--- src/rtl/fractran_program_store_pkg.sv ---
// Shared definitions for the FRACTRAN program store: FSM states, default sizes
// and the value presented when no fraction is selected.
package fractran_program_store_pkg;

    localparam int DEPTH_DEF  = 64;
    localparam int STEP_W_DEF = 16;

    // Returned on fraction_o when the index is past the program or the engine is idle.
    localparam logic [7:0] FRAC_TERM = 8'h00;

    typedef enum logic [1:0] {
        ST_IDLE = 2'd0,
        ST_LOAD = 2'd1,
        ST_RUN  = 2'd2,
        ST_DONE = 2'd3
    } state_e;

endpackage

--- src/rtl/fractran_prog_mem.sv ---
// Fraction storage: DEPTH x 8 array with one write port and one registered
// read port, shaped so it maps onto a block RAM. Contents are never reset.
module fractran_prog_mem #(
    parameter int DEPTH = 64,
    parameter int AW    = $clog2(DEPTH)
) (
    input  logic          clk,
    input  logic          wr_en,
    input  logic [AW-1:0] wr_addr,
    input  logic [7:0]    wr_data,
    input  logic [AW-1:0] rd_addr,
    output logic [7:0]    rd_data
);

    logic [7:0] mem_reg [DEPTH];

    // Write port plus registered read; read-during-write never occurs in practice
    // because writes happen only while loading.
    always_ff @(posedge clk) begin
        if (wr_en) begin
            mem_reg[wr_addr] <= wr_data;
        end
        rd_data <= mem_reg[rd_addr];
    end

endmodule

--- src/rtl/fractran_program_store.sv ---
// FRACTRAN program store: accepts a host-loaded program (initial accumulator
// followed by fractions), serves fractions to the execution engine, captures
// accumulator write-backs and bounds the run length with a step counter.
module fractran_program_store
    import fractran_program_store_pkg::*;
#(
    parameter int  DEPTH  = DEPTH_DEF,
    parameter int  STEP_W = STEP_W_DEF,
    localparam int IDX_W  = $clog2(DEPTH)
) (
    input  logic             clk,
    input  logic             rst_n,
    input  logic             load_valid,
    input  logic [7:0]       load_data,
    input  logic             load_last,
    output logic             load_ready,
    input  logic             start,
    input  logic [IDX_W-1:0] count_i,
    input  logic             we_i,
    input  logic [7:0]       degree_i,
    input  logic             halt_i,
    output logic [7:0]       fraction_o,
    output logic [7:0]       accumulator_o,
    output logic [7:0]       result_o,
    output logic             busy,
    output logic             done,
    output logic             err,
    output logic [IDX_W:0]   prog_len
);

    localparam logic [IDX_W:0]    LEN_MAX   = (IDX_W + 1)'(DEPTH);
    localparam logic [STEP_W-1:0] STEP_MAX  = '1;
    localparam logic [STEP_W-1:0] STEP_LAST = {{(STEP_W-1){1'b1}}, 1'b0};

    state_e            state_reg, state_next;
    logic [IDX_W:0]    prog_len_reg;
    logic [7:0]        init_acc_reg;
    logic [7:0]        acc_reg;
    logic [7:0]        result_reg;
    logic [STEP_W-1:0] step_reg;
    logic              err_ovf_reg;
    logic              err_to_reg;
    logic              sel_reg;
    logic [7:0]        rd_data;

    logic has_prog;
    logic prog_full;
    logic load_first;
    logic load_beat;
    logic start_ok;
    logic run_we;
    logic step_at_limit;

    assign has_prog      = (prog_len_reg != '0);
    assign prog_full     = (prog_len_reg == LEN_MAX);
    // The beat that leaves IDLE carries the initial accumulator, not a fraction.
    assign load_first    = (state_reg == ST_IDLE) && load_valid;
    assign load_beat     = (state_reg == ST_LOAD) && load_valid;
    // A load beat in IDLE wins over a coincident start.
    assign start_ok      = start && has_prog &&
                           (((state_reg == ST_IDLE) && !load_valid) || (state_reg == ST_DONE));
    assign run_we        = (state_reg == ST_RUN) && we_i;
    // This write-back brings the counter to its all-ones value.
    assign step_at_limit = (step_reg == STEP_LAST);

    // Next-state logic for the load / run / done sequencing.
    always_comb begin
        state_next = state_reg;
        case (state_reg)
            ST_IDLE: begin
                if (load_valid) begin
                    state_next = load_last ? ST_IDLE : ST_LOAD;
                end else if (start_ok) begin
                    state_next = ST_RUN;
                end
            end
            ST_LOAD: begin
                if (load_valid && load_last) begin
                    state_next = ST_IDLE;
                end
            end
            ST_RUN: begin
                if (halt_i || (we_i && step_at_limit)) begin
                    state_next = ST_DONE;
                end
            end
            ST_DONE: begin
                if (start_ok) begin
                    state_next = ST_RUN;
                end
            end
            default: state_next = ST_IDLE;
        endcase
    end

    // State register and the fraction-select flag that qualifies the RAM read.
    always_ff @(posedge clk) begin
        if (!rst_n) begin
            state_reg <= ST_IDLE;
            sel_reg   <= 1'b0;
        end else begin
            state_reg <= state_next;
            sel_reg   <= (state_next == ST_RUN) && ({1'b0, count_i} < prog_len_reg);
        end
    end

    // Program length, initial accumulator and overflow error from the host side.
    always_ff @(posedge clk) begin
        if (!rst_n) begin
            prog_len_reg <= '0;
            init_acc_reg <= '0;
            err_ovf_reg  <= 1'b0;
        end else if (load_first) begin
            init_acc_reg <= load_data;
            prog_len_reg <= '0;
        end else if (load_beat) begin
            if (prog_full) begin
                err_ovf_reg <= 1'b1;
            end else begin
                prog_len_reg <= prog_len_reg + 1'b1;
            end
        end
    end

    // Engine-side capture: accumulator, result, step counter and timeout error.
    always_ff @(posedge clk) begin
        if (!rst_n) begin
            acc_reg    <= '0;
            result_reg <= '0;
            step_reg   <= '0;
            err_to_reg <= 1'b0;
        end else if (start_ok) begin
            acc_reg    <= init_acc_reg;
            result_reg <= '0;
            step_reg   <= '0;
            err_to_reg <= 1'b0;
        end else if (run_we) begin
            acc_reg    <= degree_i;
            result_reg <= degree_i;
            if (step_at_limit) begin
                step_reg   <= STEP_MAX;
                err_to_reg <= 1'b1;
            end else begin
                step_reg <= step_reg + 1'b1;
            end
        end
    end

    fractran_prog_mem #(
        .DEPTH (DEPTH),
        .AW    (IDX_W)
    ) u_mem (
        .clk     (clk),
        .wr_en   (load_beat && !prog_full),
        .wr_addr (prog_len_reg[IDX_W-1:0]),
        .wr_data (load_data),
        .rd_addr (count_i),
        .rd_data (rd_data)
    );

    assign load_ready    = (state_reg == ST_LOAD);
    assign busy          = (state_reg == ST_RUN);
    assign done          = (state_reg == ST_DONE);
    assign err           = err_ovf_reg | err_to_reg;
    assign prog_len      = prog_len_reg;
    assign accumulator_o = acc_reg;
    assign result_o      = result_reg;
    assign fraction_o    = sel_reg ? rd_data : FRAC_TERM;

endmodule

--- config.mk ---
export PLATFORM = sky130hd
export DESIGN_NAME = fractran_program_store
export DESIGN_NICKNAME = d
export VERILOG_FILES = /design/src/rtl/fractran_program_store_pkg.sv /design/src/rtl/fractran_prog_mem.sv /design/src/rtl/fractran_program_store.sv
export SDC_FILE = /design/constraint.sdc
export NUM_CORES = 1
export LEC_CHECK = 0
export CORE_ASPECT_RATIO = 1.25
export CORE_MARGIN = 10
export CORE_UTILIZATION = 25
export CTS_BUF_LIST = sky130_fd_sc_hd__clkbuf_16
export DETAILED_ROUTE_END_ITERATION = 8
export SYNTH_ARGS = -nofsm -noshare
export SYNTH_HDL_FRONTEND = slang
export SYNTH_SLANG_ARGS = --single-unit
--- constraint.sdc ---
create_clock -name clk -period 2.38 [get_ports clk]
set_clock_uncertainty 0.1 [all_clocks]
set_input_delay 0.238 -clock clk [delete_from_list [all_inputs] [get_ports clk]]
set_output_delay 0.238 -clock clk [all_outputs]
set_load 0.03 [all_outputs]
Run 1, M1 wires:
Cells faint in the background.
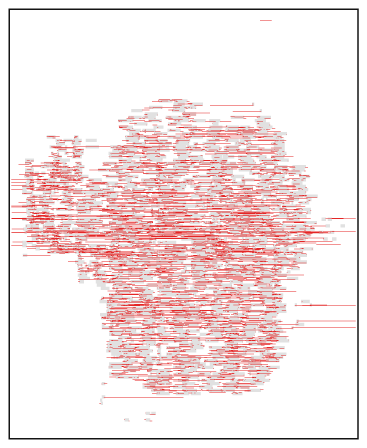
main direction = horizontal
wire length on this layer = 23.5 mm
share of all routed wire = 42%

Run 1, met2 routing:
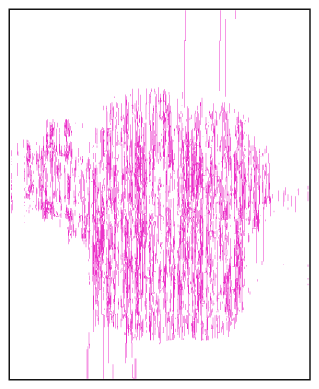
wire length on this layer = 28.0 mm
share of all routed wire = 50%

==> results.txt, run 1 <==
run results: status finished clean, adder-cell share of the synthesized area 0.505%, Comb group 1050 uW, Final GP Congestion 0.829, Non-clock buffering overhead 8.71%, WP depth 2, Tightest Pin Transition 759 ps, most common cell in the netlist edfxtp_1, worst hold-check path type in -> reg, sequential power 11000 uW, max FFs per register approximately 500, Placed Instance Area 26000 um^2, Commonest Layout Cell edfxtp_1, Setup CP Type reg -> out, WL met3 3.02 mm, ratio of cells with drive above 1 in the final layout 29.5%, Synth Net Count between 1000 and 1500, area grow syn2layout 25.3%, MUX area fraction 14.9%, Num CTS Buffers 59, logic share of the area 19.6%, crit path launch type register, uppermost routed layer met4, sequential cell area share 59.3%, TNS Setup 0 ps, # resized after CTS 1, initial antenna violation count 0, Setup WS pre-CTS -167 ps, Final WS setup between 70 and 80 ps, cells in synth_stat.txt 1189, final antenna-violating net count 0, grt total ovfl 0, hold slack 31.5 ps, Pre-antenna DRT Iters 5, sequential area share after synthesis 74.3%, largest net degree at the start of global routing 66, top cells by count 512 x edfxtp_1, 128 x mux4_2, 90 x nor2_1, CP Capture Point prog_len[5], Achievable Freq 433 MHz, first-pass GRT wire length 82.8 mm, Final nets around 1500, register area 16600 um^2, Root Driver clkbuf_16, synthesized area 22300 um^2, PwrDens 761 nW/um^2, flops out of synthesis 572, die width 287 um, Post-CTS Setup Repair Bufs 0, die height 354 um, sw frac 20.7%, Comb area 5470 um^2, yosys warns 0, clkbuf count 59, gr usage total 10.7%, non-filler cells in the finished layout 2652, slowest stage delay, CP 700 ps, Remaining DRCs 0, setup slack, reg-to-reg between 150 and 200 ps, clk sinks 572, wire per inst 20.9 um, CP delay by family, top buffers and inverters, relative slew slack 49.4%, Synth Instances 1189, Non-CTS buffers about 230, critical path's slowest cell clkdlybuf4s50_1, Final Max Slew Viols 0, most numerous logic cells after layout 512 x edfxtp_1, 128 x mux4_2, 128 x buf_4, 60 x nand2_1, 59 x clkbuf_16, final instance area 27900 um^2, met1 Use GR 13.9%, fp_density 25.2%, Placed Cells roughly 2500, Yosys chip area 22300 um^2
Run 1, metal 3:
Cells faint in the background.
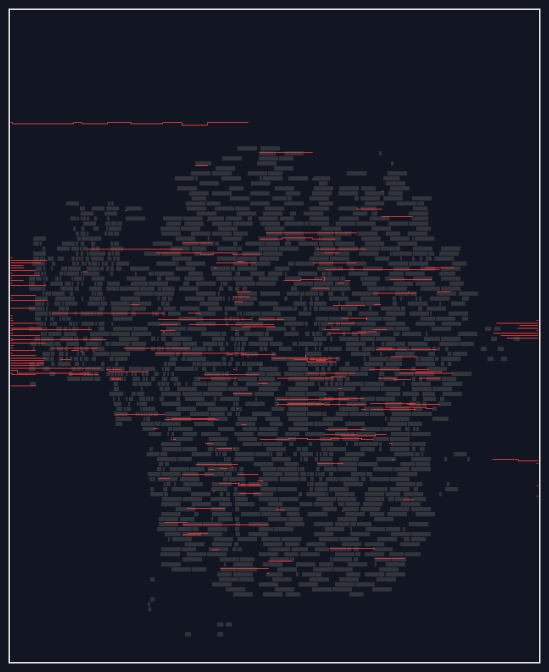
share of all routed wire = 5.4%
main direction = horizontal

==> run 2: changes to the inputs <==
--- a/config.mk
+++ b/config.mk
@@ -5,7 +5,7 @@
 export SDC_FILE = /design/constraint.sdc
 export NUM_CORES = 1
 export LEC_CHECK = 0
-export CORE_ASPECT_RATIO = 1.25
+export CORE_ASPECT_RATIO = 2
 export CORE_MARGIN = 10
 export CORE_UTILIZATION = 25
 export CTS_BUF_LIST = sky130_fd_sc_hd__clkbuf_16
Run 2, met2 routing:
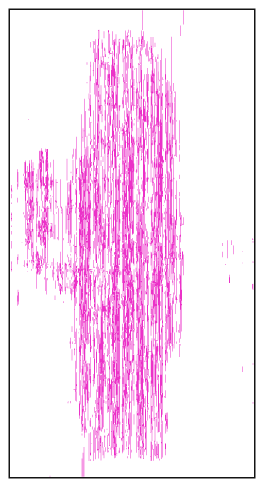
nets with wire on the layer = 1307
main direction = vertical
longest straight run = 167 um
wire length on this layer = 34.9 mm
share of all routed wire = 58%

Run 2, M4 wires:
Scale bar: 50 um. Cells faint in the background.
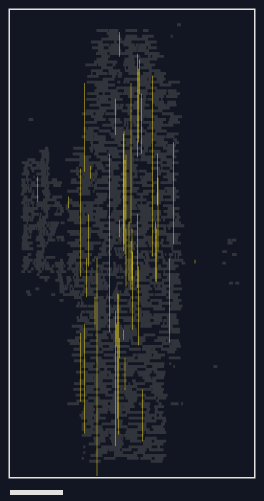
share of all routed wire = 5.3%
nets with wire on the layer = 34
longest straight run = 206 um
main direction = vertical
wire length on this layer = 3220 um

==> results.txt, run 2 <==
run results: Comb group 1120 uW (+7%), grt total ovfl 0 (unchanged), Synth Instances 1189 (unchanged), crit path launch type register, worst hold-check path type in -> reg, top cells by count 512 x edfxtp_1, 128 x mux4_2, 90 x nor2_1, area grow syn2layout 24.1%, Non-CTS buffers 242 (+3.4%), clkbuf count 46 (-22%), Num CTS Buffers 46 (-22%), status finished clean, Tightest Pin Transition 893 ps (+134 ps), first-pass GRT wire length 87.8 mm (+6.0%), PwrDens 734 nW/um^2 (-3.5%), gr usage total 11.6% (+0.93 points), Root Driver clkbuf_16, register area 16600 um^2 (unchanged), WL met3 2.36 mm (-22%), fp_density 25.3% (+0.081 points), # resized after CTS 6 (+5), initial antenna violation count 1 (+1), sequential cell area share 59.9% (+0.57 points), Setup WS pre-CTS -297 ps (-130 ps), critical path's slowest cell or3b_2, relative slew slack 40.5% (-8.9 points), met1 Use GR 11.0% (-2.9 points), CP delay by family, top simple AND/OR/NAND/NOR gates, Placed Cells 2540 (-0.079%), sequential area share after synthesis 74.3% (unchanged), uppermost routed layer met5, most common cell in the netlist edfxtp_1, Setup CP Type reg -> reg, max FFs per register 512 (unchanged), clk sinks 572 (unchanged), die width 231 um (-19%), Commonest Layout Cell edfxtp_1, Non-clock buffering overhead 8.97% (+0.26 points), Comb area 5480 um^2 (+0.18%), Final nets 1458 (-0.34%), logic share of the area 19.8% (+0.22 points), Post-CTS Setup Repair Bufs 0 (unchanged), non-filler cells in the finished layout 2628 (-0.90%), Final WS setup 121 ps (+48.4 ps), hold slack 50.1 ps (+18.5 ps), TNS Setup 0 ps (unchanged), flops out of synthesis 572 (unchanged), synthesized area 22300 um^2 (unchanged), adder-cell share of the synthesized area 0.505% (unchanged), Achievable Freq 443 MHz (+2.1%), ratio of cells with drive above 1 in the final layout 29.8% (+0.32 points), most numerous logic cells after layout 512 x edfxtp_1, 136 x buf_4, 128 x mux4_2, 60 x nand2_1, 58 x dfxtp_1, MUX area fraction 14.9% (unchanged), Pre-antenna DRT Iters 5 (unchanged)
==> run 3: changes to the inputs <==
--- a/config.mk
+++ b/config.mk
@@ -9,6 +9,7 @@
 export CORE_MARGIN = 10
 export CORE_UTILIZATION = 25
 export CTS_BUF_LIST = sky130_fd_sc_hd__clkbuf_16
+export CTS_CLUSTER_DIAMETER = 100
 export DETAILED_ROUTE_END_ITERATION = 8
 export SYNTH_ARGS = -nofsm -noshare
 export SYNTH_HDL_FRONTEND = slang
Run 3, M4 wires:
Scale bar: 50 um. Cells faint in the background.
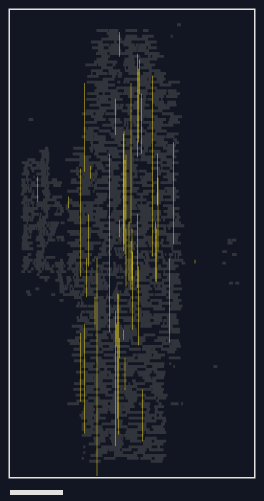
nets with wire on the layer = 34
longest straight run = 206 um
wire length on this layer = 3220 um
share of all routed wire = 5.3%

Run 3, met2 routing:
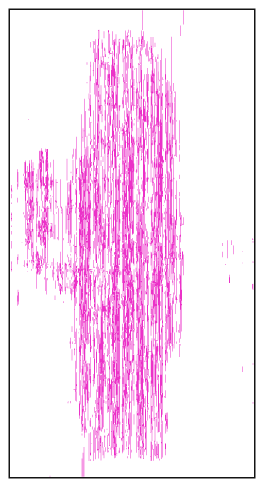
final wirelength: 60.4 mm
via count: 11900
GR Util met2: 23.2%

==> results.txt, run 3 <==
run results: critical path's slowest cell or3b_2, MUX area fraction 14.9% (unchanged), Ports 64, Final Hold Vio Count 0, yosys warns 0, flops out of synthesis 572 (unchanged), post-synth tally of flip-flops with integrated enable 512, P_sw 4330 uW, hold slack 50.1 ps (unchanged), Synth Instances 1189 (unchanged), max_cap viols 0, Post-CTS Setup Repair Bufs 0 (unchanged), MI comb cells 544, Tapcells 1170, chip area 102000 um^2, Final nets 1458 (unchanged), CP delay by family, top simple AND/OR/NAND/NOR gates, WHS Path Cells 2, Commonest Layout Cell edfxtp_1, seq_cells 572, core area 88200 um^2, sequential area share after synthesis 74.3% (unchanged), Tightest Pin Transition 893 ps (unchanged), # resized after CTS 6 (unchanged), clk sinks 572 (unchanged), yosys aoi share 3.21%, Setup CP Type reg -> reg, sequential cell area share 59.9% (unchanged), worst hold-check path type in -> reg, Layout Utilization between 30% and 40%, M1 WL 19.9 mm, most common cell in the netlist edfxtp_1, buffers and inverters on the worst path 1, TNS Setup 0 ps (unchanged), CP Capture Point accumulator_o[4], Total Power 20300 uW, hold path startpoint load_data[3], fp_density 25.3% (unchanged), register area 16600 um^2 (unchanged), max FFs per register 512 (unchanged), area grow syn2layout 24.1% (unchanged), uppermost routed layer met5, Clk pwr share 40.5%, most numerous logic cells after layout 512 x edfxtp_1, 136 x buf_4, 128 x mux4_2, 60 x nand2_1, 58 x dfxtp_1, Yosys top cell by area edfxtp_1, WL met3 2.36 mm (unchanged), Final WS setup 121 ps (unchanged), die width 231 um (unchanged), met3 usage about 1.6%, first-pass GRT wire length 87.8 mm (unchanged), Synth Net Count ~1200, clkbuf count 46 (unchanged), Pre-antenna DRT Iters 5 (unchanged), DRT iter0 DRCs approximately 840, Comb area 5480 um^2 (unchanged), Comb group 1120 uW (about the same), Port Buffers ~63, Achievable Freq 443 MHz (unchanged), grt total ovfl 0 (unchanged), logic share of the area 19.8% (unchanged), Placed Instance Area ~26000 um^2, Non-clock buffering overhead 8.97% (unchanged), Root Driver clkbuf_16, initial antenna violation count 1 (unchanged), Num CTS Buffers 46 (unchanged), PwrDens 734 nW/um^2 (unchanged), WHS Endpoint u_mem.mem_reg[30][3], met1 Use GR 11.0% (unchanged), Non-CTS buffers 242 (unchanged), final setup vio count 0, Synth Area in XOR/XNOR 0.628%, cells in synth_stat.txt 1189, fin crit share 94.9%, gr usage total 11.6% (unchanged), top cells by count 512 x edfxtp_1, 128 x mux4_2, 90 x nor2_1, Setup WS pre-CTS -297 ps (unchanged), Internal 16000 uW, final antenna-violating net count 0, row count 154, adder-cell share of the synthesized area 0.505% (unchanged), synthesized area 22300 um^2 (unchanged), crit path launch type register, ratio of cells with drive above 1 in the final layout 29.8% (unchanged), Remaining DRCs 0, routed vias/inst about 4.5, status finished clean, non-filler cells in the finished layout 2628 (unchanged), relative slew slack 40.5% (unchanged), Placed Cells 2540 (unchanged)
Power figures rest on the tool's default switching activity, not on a simulated workload.
